--- config.mk ---
export PLATFORM = sky130hd
export DESIGN_NAME = mem_block_arbiter
export DESIGN_NICKNAME = d
export VERILOG_FILES = /design/src/rtl/mem_block_arbiter.sv
export SDC_FILE = /design/constraint.sdc
export NUM_CORES = 1
export LEC_CHECK = 0
export CAP_MARGIN = 20
export CORE_ASPECT_RATIO = 2
export CORE_MARGIN = 2
export CORE_UTILIZATION = 42
export DETAILED_ROUTE_END_ITERATION = 16
export PLACE_DENSITY_LB_ADDON = 0.12
export SLEW_MARGIN = 20
export SYNTH_ARGS = -nofsm -noshare
export SYNTH_HDL_FRONTEND = slang
export SYNTH_SLANG_ARGS = --single-unit
--- constraint.sdc ---
create_clock -name clock -period 4.98 [get_ports clock]
set_clock_uncertainty 0.15 [all_clocks]
set_input_delay 0.498 -clock clock [delete_from_list [all_inputs] [get_ports clock]]
set_output_delay 0.498 -clock clock [all_outputs]
set_load 0.005 [all_outputs]
--- src/rtl/mem_block_arbiter.sv ---
// Arbiter sharing one memory port between a writer and a reader across two
// memory blocks. A single FSM serves one access at a time. When both sides
// ask at once, the side that was not served last goes first.
//
// Handshake: a requester raises its req with address/data stable and holds it
// until the matching one-cycle completion pulse (wr_ack or rd_valid) appears.
// The arbiter latches the request when it leaves IDLE, so the access finishes
// even if req drops early. Block selects (switch0/switch1) are sampled only at
// grant time.
module mem_block_arbiter #(
    parameter int ADDR_W = 4,
    parameter int DATA_W = 8
) (
    input  logic              clock,
    input  logic              reset,
    input  logic              switch0,
    input  logic              switch1,
    input  logic              wr_req,
    input  logic [ADDR_W-1:0] wr_addr,
    input  logic [DATA_W-1:0] wr_data,
    output logic              wr_ack,
    input  logic              rd_req,
    input  logic [ADDR_W-1:0] rd_addr,
    output logic [DATA_W-1:0] rd_data,
    output logic              rd_valid,
    output logic [1:0]        mem_en,
    output logic              mem_we,
    output logic [ADDR_W-1:0] mem_addr,
    output logic [DATA_W-1:0] mem_wdata,
    input  logic [DATA_W-1:0] mem_rdata0,
    input  logic [DATA_W-1:0] mem_rdata1,
    output logic              busy,
    output logic              last_wr_blk,
    output logic              last_rd_blk,
    output logic [1:0]        state_dbg
);

    typedef enum logic [1:0] {
        IDLE   = 2'd0,
        WRITE  = 2'd1,
        READ   = 2'd2,
        RDWAIT = 2'd3
    } state_t;

    state_t            state;
    state_t            state_nxt;

    // Access context captured at grant time.
    logic              sel_q;
    logic [ADDR_W-1:0] addr_q;
    logic [DATA_W-1:0] wdata_q;
    logic [DATA_W-1:0] rd_data_q;

    // 1 = the writer was served most recently; reset favours the writer.
    logic              last_grant_wr;

    logic              grant_wr;
    logic              grant_rd;
    logic [DATA_W-1:0] rdata_sel;

    // Grant decision in IDLE: round-robin only matters on a tie.
    always_comb begin
        grant_wr = 1'b0;
        grant_rd = 1'b0;
        if (state == IDLE) begin
            grant_wr = wr_req && (!rd_req || !last_grant_wr);
            grant_rd = rd_req && !grant_wr;
        end
    end

    // Read data returned by the block chosen at grant time.
    always_comb begin
        rdata_sel = sel_q ? mem_rdata1 : mem_rdata0;
    end

    // State register.
    always_ff @(posedge clock or posedge reset) begin
        if (reset) begin
            state <= IDLE;
        end else begin
            state <= state_nxt;
        end
    end

    // Next-state logic and per-state memory strobes / completion pulses.
    always_comb begin
        state_nxt = state;
        mem_en    = 2'b00;
        mem_we    = 1'b0;
        wr_ack    = 1'b0;
        rd_valid  = 1'b0;
        unique case (state)
            IDLE: begin
                if (grant_wr) begin
                    state_nxt = WRITE;
                end else if (grant_rd) begin
                    state_nxt = READ;
                end
            end
            WRITE: begin
                mem_en    = sel_q ? 2'b10 : 2'b01;
                mem_we    = 1'b1;
                wr_ack    = 1'b1;
                state_nxt = IDLE;
            end
            READ: begin
                mem_en    = sel_q ? 2'b10 : 2'b01;
                state_nxt = RDWAIT;
            end
            RDWAIT: begin
                rd_valid  = 1'b1;
                state_nxt = IDLE;
            end
            default: begin
                state_nxt = IDLE;
            end
        endcase
    end

    // Latch the granted request's block select, address and write data.
    always_ff @(posedge clock or posedge reset) begin
        if (reset) begin
            sel_q   <= 1'b0;
            addr_q  <= '0;
            wdata_q <= '0;
        end else if (grant_wr) begin
            sel_q   <= switch0;
            addr_q  <= wr_addr;
            wdata_q <= wr_data;
        end else if (grant_rd) begin
            sel_q   <= switch1;
            addr_q  <= rd_addr;
        end
    end

    // Hold the last read result so rd_data stays stable between reads.
    always_ff @(posedge clock or posedge reset) begin
        if (reset) begin
            rd_data_q <= '0;
        end else if (state == RDWAIT) begin
            rd_data_q <= rdata_sel;
        end
    end

    // Completion bookkeeping: display blocks and round-robin history.
    always_ff @(posedge clock or posedge reset) begin
        if (reset) begin
            last_wr_blk   <= 1'b0;
            last_rd_blk   <= 1'b0;
            last_grant_wr <= 1'b0;
        end else if (state == WRITE) begin
            last_wr_blk   <= sel_q;
            last_grant_wr <= 1'b1;
        end else if (state == RDWAIT) begin
            last_rd_blk   <= sel_q;
            last_grant_wr <= 1'b0;
        end
    end

    // rd_data shows the fresh block data in the rd_valid cycle itself.
    always_comb begin
        rd_data = (state == RDWAIT) ? rdata_sel : rd_data_q;
    end

    // Shared buses and status.
    always_comb begin
        mem_addr  = addr_q;
        mem_wdata = wdata_q;
        busy      = (state != IDLE);
        state_dbg = state;
    end

`ifndef SYNTHESIS
    // Protocol invariants on the outputs.
    always @(posedge clock) begin
        if (!reset) begin
            assert (mem_en != 2'b11)
                else $error("mem_en has both blocks enabled");
            assert (!(wr_ack && rd_valid))
                else $error("wr_ack and rd_valid high together");
        end
    end
`endif

endmodule

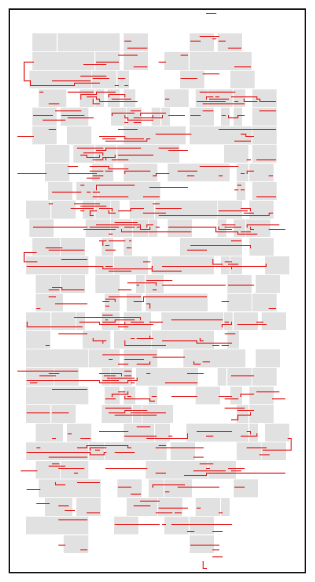
Figure 1: run 1, the metal 1 layer.
- nets with wire on the layer: 172
- longest straight run: 16.1 um
- main direction: horizontal
- share of all routed wire: 34%

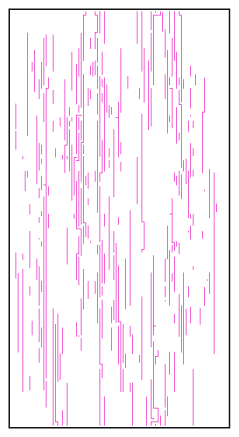
Figure 2: run 1, signal wires on met2.
- wire length on this layer: 1640 um
- share of all routed wire: 55%
- main direction: vertical

==> run summary, run 1 <==
Observations from the implementation run.

Timing:
- The run puts the final count of negative-setup-slack endpoints at 0.
- The run gives the worst relative slew slack as 38.4%.
- The final timing report lists a hold violation count of 0.
- After routing, the total negative slack on setup checks comes to 0 ns.
- The run puts the share of the clock period used by the worst path at 55.5%.
- The run puts the post-layout minimum cycle time at 2.77 ns.

Clocking:
- The run puts the number of buffers inserted to repair setup after CTS at 0.
- The cell sitting at the root of the clock tree is a sky130_fd_sc_hd__clkbuf_8.
- The run gives the total of hold buffers inserted after clock tree synthesis as 0.
- The clock passes through at most 2 buffers.
- The run puts the clock transition time at the flip-flop clock pins of the worst setup and hold paths at 0.08 ns.
- The run gives the CTS tree as built.
- The run puts the number of buffers added by the clock tree synthesis step at 3.

Placed design:
- The run gives the final RePlAce weighted congestion as approximately 0.78.
- The post-placement cell area is 0.00194 mm2.

Layout:
- The run gives the area fraction of clock buffers and clock inverters as under 10%.
- The run gives the count of plain and timing-repair buffers in the layout as approximately 67.
- The run gives the final net count as 221.
- The run gives the most instantiated logic cell after routing as sky130_fd_sc_hd__clkdlybuf4s50_1.
- The design has 26 sequential cells.
- Summing all flip-flop and latch instances after layout gives 651 um2.
- The run gives the layout filler cell count as 246.
- Leaving out buffers and inverters, the combinational logic in the layout accounts for about 560 um2.

Worst setup path:
- The critical path starts at state_dbg[0].
- The setup path with the least slack is of type flip-flop to primary output.
- Measured in cells, the most critical reg-to-reg path has a length of 5.
- The run gives the startpoint of the worst register-to-register path as state_dbg[1].
- The run gives the endpoint class of the critical path as a primary output.

Global route:
- The global router reports that the layer with the highest usage is met2.
- In the global route stage, met2 resource usage came out at 33.7%.
- The initial antenna violation count is 0.
- The run puts the maximum number of pins on one net before global-route repair at 27.
- In the global route stage, met1 resource usage came out at 17.1%.
- The run gives the residual overflow from global routing as 0.

Worst hold path:
- Looking at hold timing, the worst path starts from mem_wdata[3].

Route:
- The run gives the met3 routed wirelength as 282 um.
- The detailed router reports a met2 wire length of approximately 1600 um.
- The run puts the average routed wire per standard cell at 14.4 um.
- The run gives the number of iterations in the first detailed-routing pass as 4.
- The routed design shows a via density per instance of 5.33.

Synthesis:
- Once synthesis finished, the tally of register bits stood at 26.
- The stat command in Yosys gives a chip area of 0.00129 mm2.
- The run puts the post-synth net total at between 150 and 200.
- The run puts the synthesized netlist cell count at 114.
- The cell area that synthesis handed to floorplanning was 0.00129 mm2.
- The run puts the yosys cell count at 114.
- The run gives the number of warnings reported in the yosys synthesis log as 0.

Die:
- The floorplan step defined a core boundary enclosing 0.00294 mm2.
- The run puts the area of the die at 0.00355 mm2.

Run status:
- The run finished with clean final reports.
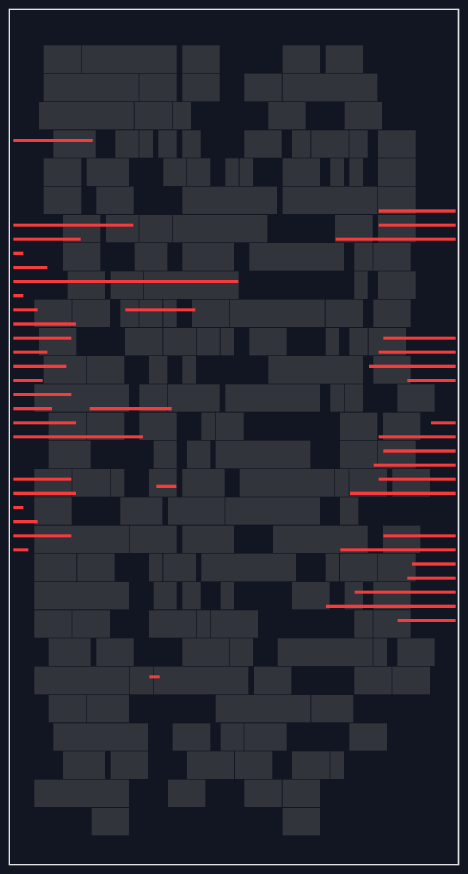
Figure 3: run 1, met3 routing.
- nets with wire on the layer: 45
- wire length on this layer: 282 um
- longest straight run: 21.4 um
- main direction: horizontal
- share of all routed wire: 9.5%

-- run 1: report_power, final --
group,switching [mW],internal (mW)
logic,0.231,0.385
registers,0.0681,0.316
clock network,0.0594,0.0541
-- run 1: cell usage after synthesis (all sizes together) --
cell type / instances / area share (%)
a21oi: 8 / 3.1
a31oi: 5 / 2.4
and2: 2 / 0.97
buf: 7 / 3.9
clkbuf: 1 / 0.29
dfrtp: 26 / 51
ha: 5 / 4.9
inv: 7 / 2.0
mux2: 11 / 9.9
mux2i: 8 / 6.2
nand2: 1 / 0.49
nand2b: 1 / 0.49
nor2: 14 / 4.7
nor2b: 1 / 0.49
o2111ai: 5 / 3.4
o21a: 1 / 0.58
o21ai: 6 / 2.3
o21bai: 1 / 0.58
o311ai: 1 / 0.68
o31ai: 1 / 0.58
or2: 1 / 0.49
or3b: 1 / 0.88
-- run 1: through the flow --
stage	power, mW	worst slack [ns]	std cells	utilization, %
floorplan	0.684	3.05	114	-
global placement	0.992	2.53	203	65.9
detailed placement	1.01	2.48	203	65.9
CTS	1.13	2.18	206	67.3
global route	1.20	2.04	206	67.3
finish	1.11	2.21	206	67.3
-- run 1: state kept, by name, summed over array words and instances (netlist names) --
name / flops
mem_wdata: 8
last_wr_blk: 1
last_grant_wr: 1
rd_data_q: 8
mem_addr: 4
sel_q: 1
last_rd_blk: 1
state_dbg: 2
-- run 1: critical path, stage by stage, from the launching register on --
cell and delay, ns:
sky130_fd_sc_hd__dfrtp_1 0.44, sky130_fd_sc_hd__ha_1 0.57, sky130_fd_sc_hd__nor2_1 0.11, sky130_fd_sc_hd__a21oi_1 0.19
sky130_fd_sc_hd__clkdlybuf4s50_1 0.54
==> run 2: changes to the inputs <==
--- a/config.mk
+++ b/config.mk
@@ -8,7 +8,7 @@
 export CAP_MARGIN = 20
 export CORE_ASPECT_RATIO = 2
 export CORE_MARGIN = 2
-export CORE_UTILIZATION = 42
+export CORE_UTILIZATION = 35
 export DETAILED_ROUTE_END_ITERATION = 16
 export PLACE_DENSITY_LB_ADDON = 0.12
 export SLEW_MARGIN = 20
==> constraint.sdc (replaced) <==
create_clock -name clock -period 2.5 [get_ports clock]
set_clock_uncertainty 0.15 [all_clocks]
set_input_delay 0.25 -clock clock [delete_from_list [all_inputs] [get_ports clock]]
set_output_delay 0.25 -clock clock [all_outputs]
set_load 0.005 [all_outputs]
==> run 2 against run 1 <==
  * Non-clock buffer count rose by 2
  * Worst setup slack got worse by 2.0 ns
  * Critical endpoint unchanged
  * Flip-flop count did not move
  * Sequential share of layout area fell by 1.0 points
  * Largest cell class unchanged
  * Register-to-register slack got worse by 2.5 ns
  * Via count rose by 0.73%
  * Synthesized area did not move
  * Worst hold slack got worse by 0.18 ns
  * Critical path depth fell by 1
==> run summary, run 2 <==
Observations from the implementation run.

Run status:
- The flow ran to the end, and the final reports show no timing, DRC or antenna violations.

Synthesis:
- The commonest cells after synthesis are sky130_fd_sc_hd__dfrtp_1 (26), sky130_fd_sc_hd__nor2_1 (13), sky130_fd_sc_hd__mux2_2 (10), sky130_fd_sc_hd__a21oi_1 (8), sky130_fd_sc_hd__mux2i_1 (8).
- Yosys attributes the largest share of cell area to sky130_fd_sc_hd__dfrtp_1 (51%), sky130_fd_sc_hd__mux2_2 (8.8%), sky130_fd_sc_hd__mux2i_1 (6.2%), sky130_fd_sc_hd__ha_1 (4.9%), sky130_fd_sc_hd__nor2_1 (3.8%).
- The run gives the most repeated cell in the gate-level netlist after synthesis as sky130_fd_sc_hd__dfrtp_1.
- The run gives the number of warnings reported in the yosys synthesis log as 0.
- After synthesis the cells add up to 0.00129 mm2.
- The run gives the post-synth tally of flip-flops with integrated enable as 0.
- The run puts the yosys cell count at ~110.

Clocking:
- The run gives the clock tree buffer depth as 2.
- The run puts the number of buffers inserted to repair setup after CTS at 0.
- The run gives the number of buffers added by the clock tree synthesis step as 3.
- The run gives the buffer type at the clock tree root as sky130_fd_sc_hd__clkbuf_8.
- TritonCTS built the clock tree.

Placed design:
- Routability-driven placement finished with a final weighted congestion of 0.725.

Worst setup path:
- The run gives the top cell family by delay on the critical path as flip-flops.
- Looking at the setup timing report, the critical path kind is flip-flop to primary output.
- On the worst path, the slowest cell contributes a delay of 0.72 ns.
- The run gives the buffer-and-inverter tally for the worst setup path as 1.
- The run gives the count of cells along the worst register-to-register path as 5.
- The run gives the worst setup path startpoint as sel_q.
- The run gives the endpoint class of the critical path as a primary output.

Layout:
- The top cell type in the final layout, fill and taps aside, is sky130_fd_sc_hd__clkdlybuf4s50_1.

Timing:
- The run puts the hold violation count in the final report at 0.
- The run puts the final count of negative-setup-slack endpoints at 0.
- The run gives the total negative setup slack as 0 ns.

Power:
- In this run the power spent charging and discharging nets is between 0.7 and 0.8 mW.
- The run gives the clock network power share as 11.9%.
- The run puts the portion of total power attributed to sequential cells at between 30% and 40%.
- The run gives the switching fraction of total power as 32.6%.

Global route:
- The run puts the maximum number of pins on one net before global-route repair at 27.

Route:
- The script logs the ratio of routed vias to standard cells as approximately 4.9.
run 2: cell count changes in the layout (fill, tap and decap cells not counted), sizes merged:
cell	before	now
buf	0	2
clkbuf	3	4
clkinv	1	0
inv	6	7
run 2: kinds of logic (layout without fill, tap and decap cells):
kind of cell / after synthesis / in the layout
AOI/OAI and AO/OA: 28 / 28
buffers and inverters: 15 / 80
DFF: 26 / 26
adders and majority gates: 5 / 5
and+or+nand+nor: 21 / 21
muxes: 19 / 19
run 2: power groups by stage:
stage / sequential, mW / combinational, mW / clock, mW
2_1_floorplan: 0.743 / 0.619 / 0
3_3_place_gp: 0.768 / 1.23 / 0
3_5_place_dp: 0.778 / 1.26 / 0
4_1_cts: 0.771 / 1.28 / 0.286
5_1_grt: 0.806 / 1.38 / 0.302
6_report: 0.774 / 1.26 / 0.275
run 2: how the worst max path moves through the flow:
| stage | end | slack (ns) | cells after the start |
|---|---|---|---|
| detailed placement | rd_data[0] | 0.26 | 4 |
| floorplan | state_dbg[0] | 0.76 | 5 |
| finish | rd_data[1] | 0.20 | 3 |
| global placement | rd_data[5] | 0.36 | 4 |
| CTS | rd_data[1] | 0.14 | 4 |
| global route | rd_data[0] | 0.02 | 3 |
run 2: cell type report:
cell class,instances,area (um2)
fill,340,1520
timing repair buffer,69,686
clock buffer,4,55.1
inverter,7,26.3
tap,49,61.3
multi-input combinational,73,568
sequential,26,651
run 2: routing by layer:
metal	wire, um	GRT usage (%)	vias to the layer above	share of wire, %
met3	218	2.61	7	6.8
li1	-	-	525	-
met4	70	6.25	0	2.2
met2	1820	29.8	56	56
met5	0	0	-	0
met1	1110	18.7	518	35
run 2: timing repair:
item	4_1_cts	5_1_grt
hold buffers	0	0
endpoints found under the setup margin	6	1
resized	1	1
pin swaps	0	0
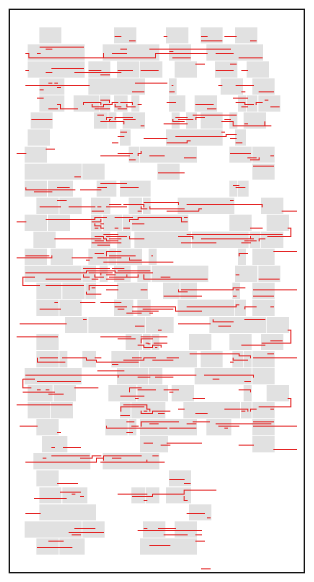
Figure 4: run 2, the metal 1 layer.
- main direction: horizontal
- nets with wire on the layer: 187
- share of all routed wire: 35%

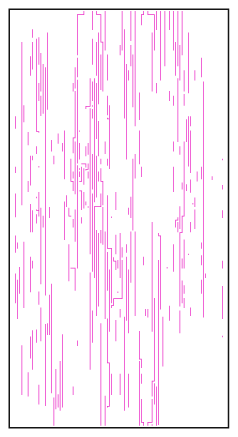
Figure 5: run 2, signal wires on met2.
- main direction: vertical
- share of all routed wire: 56%
- nets with wire on the layer: 191
- wire length on this layer: 1820 um
- longest straight run: 50.7 um

No activity file was given, so power comes from the tool's default toggle rates.
